Figure 1. Sizing map (run 1).
Scale: 8 px per µm.
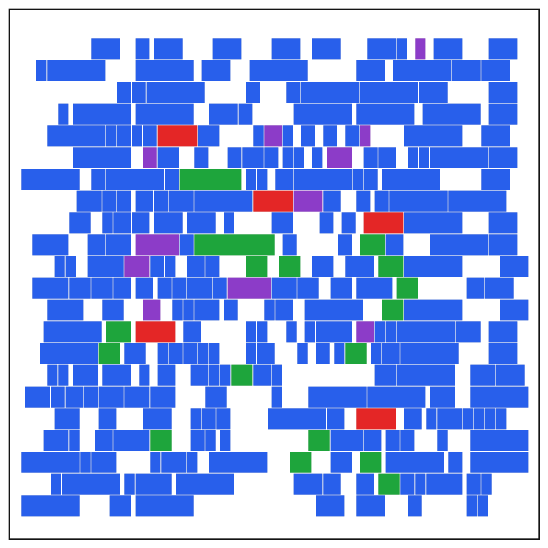
Figure 2. Ports around the boundary (run 1).
Scale: 8 px per µm. Pins as bars across the die edge, other pins in gray.
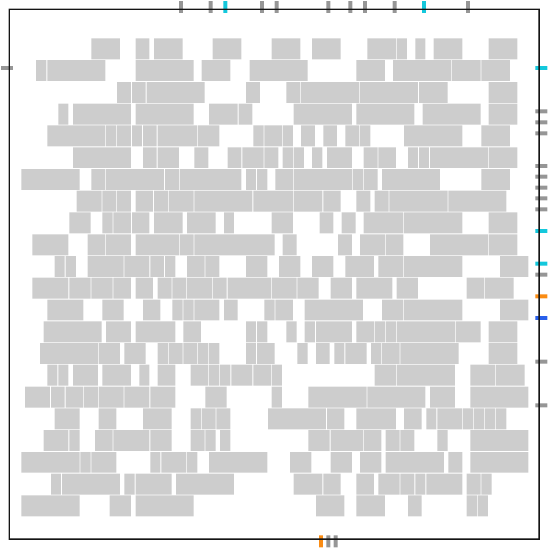
Figure 3. I/O nets highlighted (run 1).
Scale: 4 px per µm.
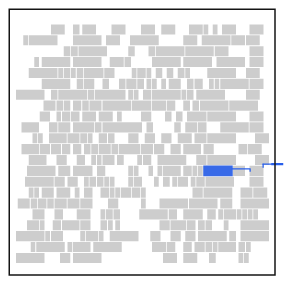
Figure 4. Cell outlines without signal wires (run 1).
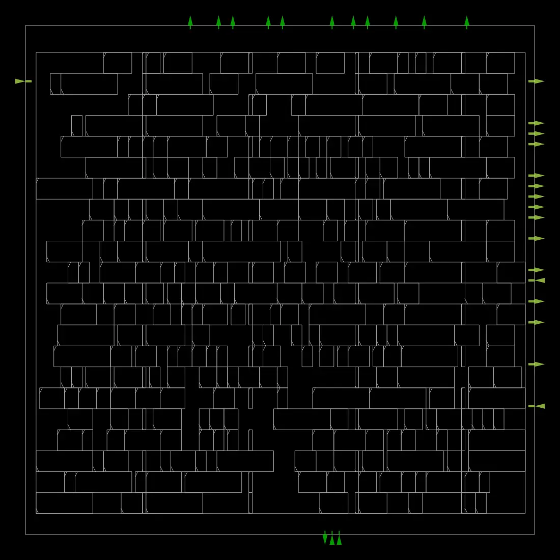
Design skyking_text_sequencer, sky130hd; sources not shown.
==> flow_summary_export.csv, run 1 <==
group,metric,value,unit
global_routing,grt_remaining_overflow,0,
die,fp-utilization,0.5833,
logic_synthesis,fp_nets,270,
sta,hold_viol_final,0,
sta,tightest_slew,0.6432,ns
cts,cts_sinks,46,
cells_and_area,nets,309,
cts,cts_buffers,5,
logic_synthesis,synth_seq_share,0.4156,
critical_path,arrival,2.89,ns
pwr,p_sw,0.2246,mW
sta,setup-violations-final,0,
critical_path,cpLargestDelayFamily,"simple AND/OR/NAND/NOR gates",
critical_path,cpMostUsedCell,"ha_1",
die,nWellTaps,48,
cells_and_area,antenna_cells,0,
logic_synthesis,yosys.area_share.adder,0.05082,
cells_and_area,n_clock_buffer,6,
routing,wl_per_cell,15.15,µm
cells_and_area,fill_cells,316,
cells_and_area,largest_class,"logic gates",
logic_synthesis,mux_share,0.004517,
cells_and_area,clock_area_frac,0.03190,
logic_synthesis,yosys_cells,256,
pwr,p_sw_frac,0.2231,
logic_synthesis,yosysTopAreaCellShare,0.4156,
sta,fmax,358.3,MHz
critical_path,slowest_delay,0.52,ns
die,die_area,4364,µm²
worst_hold_path,hp-class,"flop to flop",
cells_and_area,comb.multi_input.count,187,
global_routing,use_met1,0.3387,
cts,cts_max_path_buffers,2,
logic_synthesis,yosys_warnings,0,
pwr,ir_drop,274.1,µV
pwr,p_clk_frac,0.365,
cts,ctsHoldBuffers,0,
routing,antenna_left,0,
routing,viasPerCell,5.933,
place,gp_congestion,0.9944,
global_routing,grt_pass1_vias,1823,
pwr,p_seq_frac,0.603,
cells_and_area,inv_count,13,
routing,drt-total-wl,5.211,mm
critical_path,r2r_slack,0.24,ns
routing,drtIter0Drc,159,
sta,fin_crit_sh,0.9211,
critical_path,crit_path_max_fanout,4,
critical_path,crit_slowest_cell,"or4b_1",
logic_synthesis,async_reset_ff_frac,0,
logic_synthesis,edf_count,0,
critical_path,r2r_cells,10,
logic_synthesis,yosysMostFrequentCell,"dfxtp_1",
pwr,combPwrFrac,0.032,
routing,drc,0,
routing,vias,2041,
routing,dr.pass1.iters,5,
status,status,"complete, no violations",
critical_path,startpoint_type,"flop",
global_routing,grt_pass1_wl,8.349,mm
cts,cts-root-buf,"clkbuf_8",
pwr,leakagePower,0.9900,nW
critical_path,crit_required,3.13,ns
logic_synthesis,syn-cell-area,2216,µm²
logic_synthesis,ys_area,2216,µm²
logic_synthesis,avgSynthCellArea,8.656,µm²
critical_path,critPathKind,"flop to flop",
cells_and_area,drive_gt1_frac,0.1115,
global_routing,grt_max_degree,19,
logic_synthesis,syn-instance-count,256,
pwr,power_density,372.0,nW/µm²
logic_synthesis,synthAoiAreaFrac,0.1937,
sta,maxSlewViolCount,0,
cells_and_area,comb-cell-share,0.4434,
global_routing,antenna_found_initial,0,
sta,relSlewSlack,0.5706,
cts,cts_resized,0,
sta,rsz0062_at_grt,"no",
logic_synthesis,largest_area_cell,"dfxtp_1",
global_routing,grt_util_met3,0.07759,
place,placed_area,2620,µm²
logic_synthesis,topCellsByArea,"dfxtp_1, nor2_1, ha_1, a21oi_1, nand2_1",
critical_path,crit_cells,10,
pwr,power_leader,"sequential cells",
sta,fin_tns_setup,0,ns
cells_and_area,logic_area,1200,µm²
place,pre_cts_slack,0.07325,ns
cts,clk_pin_slew,0.08,ns
critical_path,path_cells,"ha_1 -> or4b_1 -> nor2_2 -> a31oi_1 -> or3_1 -> a21oi_1 -> inv_1 -> ha_1 -> a22oi_1 -> nor2_1",
cells_and_area,flops,46,
job,warnings,31,
logic_synthesis,synth-xor-area-share,0.02767,
worst_hold_path,whs_path_depth,2,
cts,htree_levels,2,
logic_synthesis,ys_seq_elements,46,
logic_synthesis,simple_gate_share,0.2648,
cells_and_area,largest_register_ffs,17,
global_routing,use_met2,0.3954,
## Picture notes: Figure 1
drive 1 or less -> blue  # cells 263, most used dfxtp_1
drive 2 -> purple  # cells 11
drive 3 to 4 -> green  # cells 17, most used buf_4
drive 6 and up -> red  # cells 5, most used clkbuf_8
Non-clk bufs: 42
Finished Cell Area: 2706 µm²
Area Overhead vs Synth: 22.13%
worst setup margin: 0.2391 ns

## Picture notes: Figure 2
`state` -> orange  # pins 2, direction output, edge 1 south, 1 east
`cursor_idx` -> cyan  # pins 5, direction output, edge 3 east, 2 north
`cursor_on` -> blue  # pins 1, direction output, edge east
Die Y: 66.06 µm
die width: 66.06 µm
Port Buffers: 30

## Picture notes: Figure 3
`cursor_on` -> blue  # bits 1, direction output, edge east, end cells 1, buffers 1, wire 8.70 µm
I/O pin cnt: 31

## Picture notes: Figure 4
Util after Layout: 0.7125
fin cells: 344
row count: 22
fraction of area in registers: 0.3403

==> run 1: metal layers <==
metal,wire (µm),up-vias
met4,98,0
met2,2298,98
li1,-,991
met3,426,13
met5,0,-
met1,2388,939
==> run 1: per-stage QoR <==
stage / hold slack, ns / instances / total power [mW]
final: 0.3452 / 344 / 1.007
after global routing: 0.3661 / 344 / 1.049
after CTS: 0.3459 / 344 / 1.010
after detailed placement: 0.3342 / 336 / 0.6530
after global placement: 0.3260 / 336 / 0.6529
after floorplan: 0.3102 / 256 / 0.6349
==> run 1: placed cells by master (no fill, tap or decap), drive strengths merged, types with 7 or more instances in the layout <==
master         count
dfxtp             46
nor2              34
clkdlybuf4s50     30
nand2             18
a21oi             18
inv               13
buf               12
nand3             11
nor3              11
o21ai             11
ha                 9
a31oi              9
nand2b             7
Figure 5. Metal layers overlaid (run 1).
Scale: 8 px per µm. Two of the layers only.
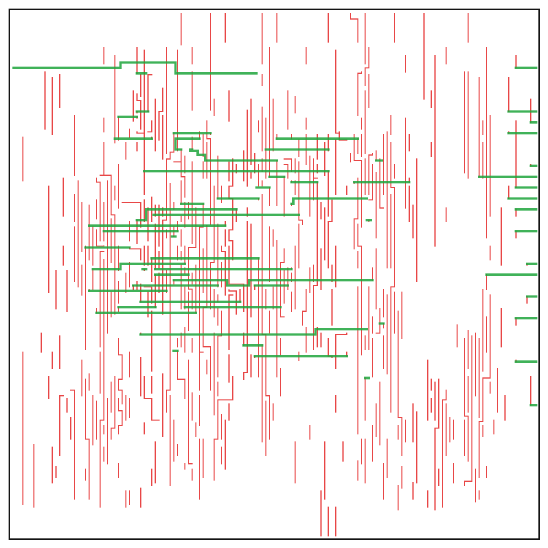

--- run 2 (diff from run 1) ---
- ABC_AREA: default -> 1
- CORE_MARGIN: default -> 5
Figure 6. Metal layers overlaid (run 2).
Scale: 6 px per µm. Two of the layers only.
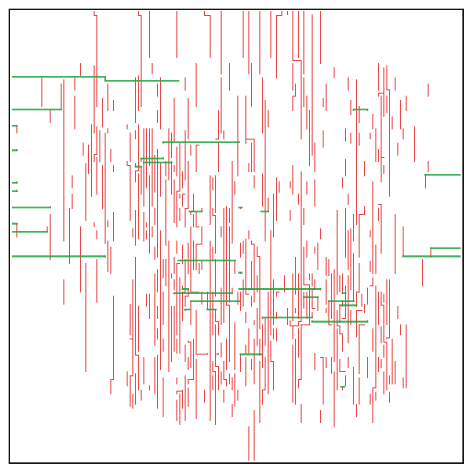
met3 -> green  # wire length 189 µm
met2 -> red  # wire length 2370 µm
total track usage: 0.1982
final WL: 4.869 mm

Figure 7. Cell outlines without signal wires (run 2).
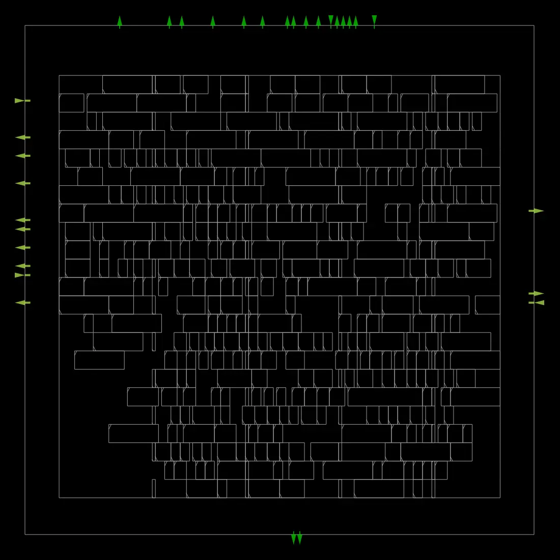
flop count: 46
Util after Layout: 0.6788
fin cells: 404
Well Taps: 50
fill count: 362

==> run 2 against run 1 <==
Against the previous run: area after synthesis increased by 4.2%; wire length down 6.6%; non-clock buffer count is 11 lower; flip-flop count is the same; global-route usage shrank 5.7 points.
==> flow_summary_export.csv, run 2 <==
group,metric,value,unit
place,dp_cells,396,
routing,antenna_left,0,
logic_synthesis,ys_seq_elements,46,
pwr,p_total,1.131,mW
critical_path,cpMostUsedCell,"nor2_2",
die,fp.dieH,75.40,µm
sta,hold_slack,0.3659,ns
global_routing,grt_pass1_vias,2044,
logic_synthesis,yosys_cells,317,
pwr,p_sw,0.2516,mW
critical_path,crit_required,3.11,ns
cts,cts-root-buf,"clkbuf_8",
sta,maxSlewViolCount,0,
global_routing,antenna_found_initial,0,
critical_path,startpoint_type,"input port",
sta,fin_crit_sh,0.7704,
critical_path,r2r_slack,0.88,ns
die,ios,31,
pwr,p_sw_frac,0.2226,
routing,wl_per_cell,12.05,µm
routing,drtIter0Drc,83,
logic_synthesis,synth-xor-area-share,0.01896,
cells_and_area,nets,367,
pwr,p_seq_frac,0.542,
logic_synthesis,syn-instance-count,317,
logic_synthesis,simple_gate_share,0.3619,
sta,fin_tns_setup,0,ns
critical_path,cp.buffers_inverters,2,
cells_and_area,finalInstanceArea,2774,µm²
place,pre_cts_slack,0.3842,ns
sta,rsz0062_at_grt,"no",
critical_path,path_cells,"clkdlybuf4s50_1 -> inv_2 -> nor2_4 -> nand2_2 -> nor2_2 -> nand3_1 -> nor2_2 -> nor2_2 -> nand2_4 -> nand2_1 -> nand2_2 -> o21ai_0",
cells_and_area,seq_share,0.3320,
logic_synthesis,topCellsByArea,"dfxtp_1, nand2_1, inv_1, nand3_1, nor2_1",
pwr,p_comb,0.0604,mW
cells_and_area,buffers,31,
sta,fmax,428.4,MHz
sta,setup_ws,0.6958,ns
pwr,power_leader,"sequential cells",
place,hpwl,3.715,mm
global_routing,grt_remaining_overflow,0,
job,warnings,31,
status,status,"complete, no violations",
cells_and_area,n_clock_buffer,5,
cells_and_area,antenna_cells,0,
sta,period_needed,2.334,ns
cells_and_area,lay_top_cells,"nand2_1, dfxtp_1, inv_1",
cts,cts_max_path_buffers,2,
routing,drc,0,
place,port_buffers,30,
routing,vias,2071,
logic_synthesis,avgSynthCellArea,7.286,µm²
logic_synthesis,edf_count,0,
pwr,ir_drop,268.6,µV
cts,ctsHoldBuffers,0,
critical_path,critPathKind,"input port to flop",
critical_path,cpLargestDelayFamily,"simple AND/OR/NAND/NOR gates",
logic_synthesis,largest_area_cell,"dfxtp_1",
critical_path,crit_cells,12,
cts,htree_levels,2,
pwr,combPwrFrac,0.053,
die,fp-utilization,0.5652,
cts,cts_buffers,5,
logic_synthesis,yosys.area_share.adder,0.04875,
logic_synthesis,mux_share,0,
logic_synthesis,yosys_warnings,0,
worst_hold_path,hp-class,"flop to flop",
cells_and_area,drive_gt1_frac,0.1497,
cells_and_area,largest_register_ffs,17,
global_routing,grt_max_degree,16,
pwr,leakagePower,1.224,nW
routing,dr.pass1.iters,5,
critical_path,slowest_delay,0.47,ns
sta,setup-violations-final,0,
cells_and_area,largest_class,"logic gates",
die,fp-row-count,23,
cells_and_area,area_growth,20.10,%
critical_path,arrival,2.41,ns
die,die_x,75.40,µm
logic_synthesis,synthAoiAreaFrac,0.08234,
logic_synthesis,async_reset_ff_frac,0,
job,max_cap_violations,0,
cts,clk_pin_slew,0.09,ns
logic_synthesis,yosysTopAreaCellShare,0.3987,
pwr,power_density,407.6,nW/µm²
sta,hold_viol_final,0,
cells_and_area,logic_area,1182,µm²
global_routing,grt_pass1_wl,8.797,mm
logic_synthesis,syn-cell-area,2310,µm²
cts,cts_sinks,46,
cells_and_area,clock_area_frac,0.04060,
logic_synthesis,ys_area,2310,µm²
critical_path,crit_slowest_cell,"clkdlybuf4s50_1",
cells_and_area,comb.multi_input.count,220,
sta,tightest_slew,0.5006,ns
cells_and_area,inv_count,49,
critical_path,crit_path_max_fanout,11,
logic_synthesis,yosysMostFrequentCell,"nand2_1",
cells_and_area,comb-cell-share,0.4263,
die,die_area,5685,µm²
pwr,p_clk_frac,0.404,
logic_synthesis,fp_nets,331,
cells_and_area,layout_top_cell,"nand2_1",
critical_path,r2r_cells,11,
cts,cts_resized,0,
place,gp_congestion,0.9240,
routing,viasPerCell,5.126,
cts,clock_latency,0.30,ns
logic_synthesis,synth_seq_share,0.3987,
sta,relSlewSlack,0.6641,
worst_hold_path,whs_path_depth,2,
place,placed_area,2661,µm²
## run 2: cell types whose count changed after synthesis, sizes merged, moves of 3 or more
| cell | previous run | this run |
|---|---|---|
| nor2 | 34 | 50 |
| inv | 13 | 47 |
| nand2 | 18 | 80 |
| nand3 | 11 | 29 |
| clkbuf | 7 | 0 |
| a31oi | 9 | 0 |
| nand3b | 5 | 0 |
| nor3 | 11 | 6 |
| nand2b | 7 | 0 |
| and2 | 4 | 1 |
| a2111oi | 5 | 1 |
## run 2: per-layer routing
metal / GRT usage / share of wire / vias to the layer above
li1: - / - / 1075
met1: 0.2474 / 0.45 / 934
met2: 0.3327 / 0.49 / 49
met3: 0.04485 / 0.039 / 13
met4: 0.07573 / 0.023 / 0
met5: 0 / 0 / -
No activity file was given, so power comes from the tool's default toggle rates.
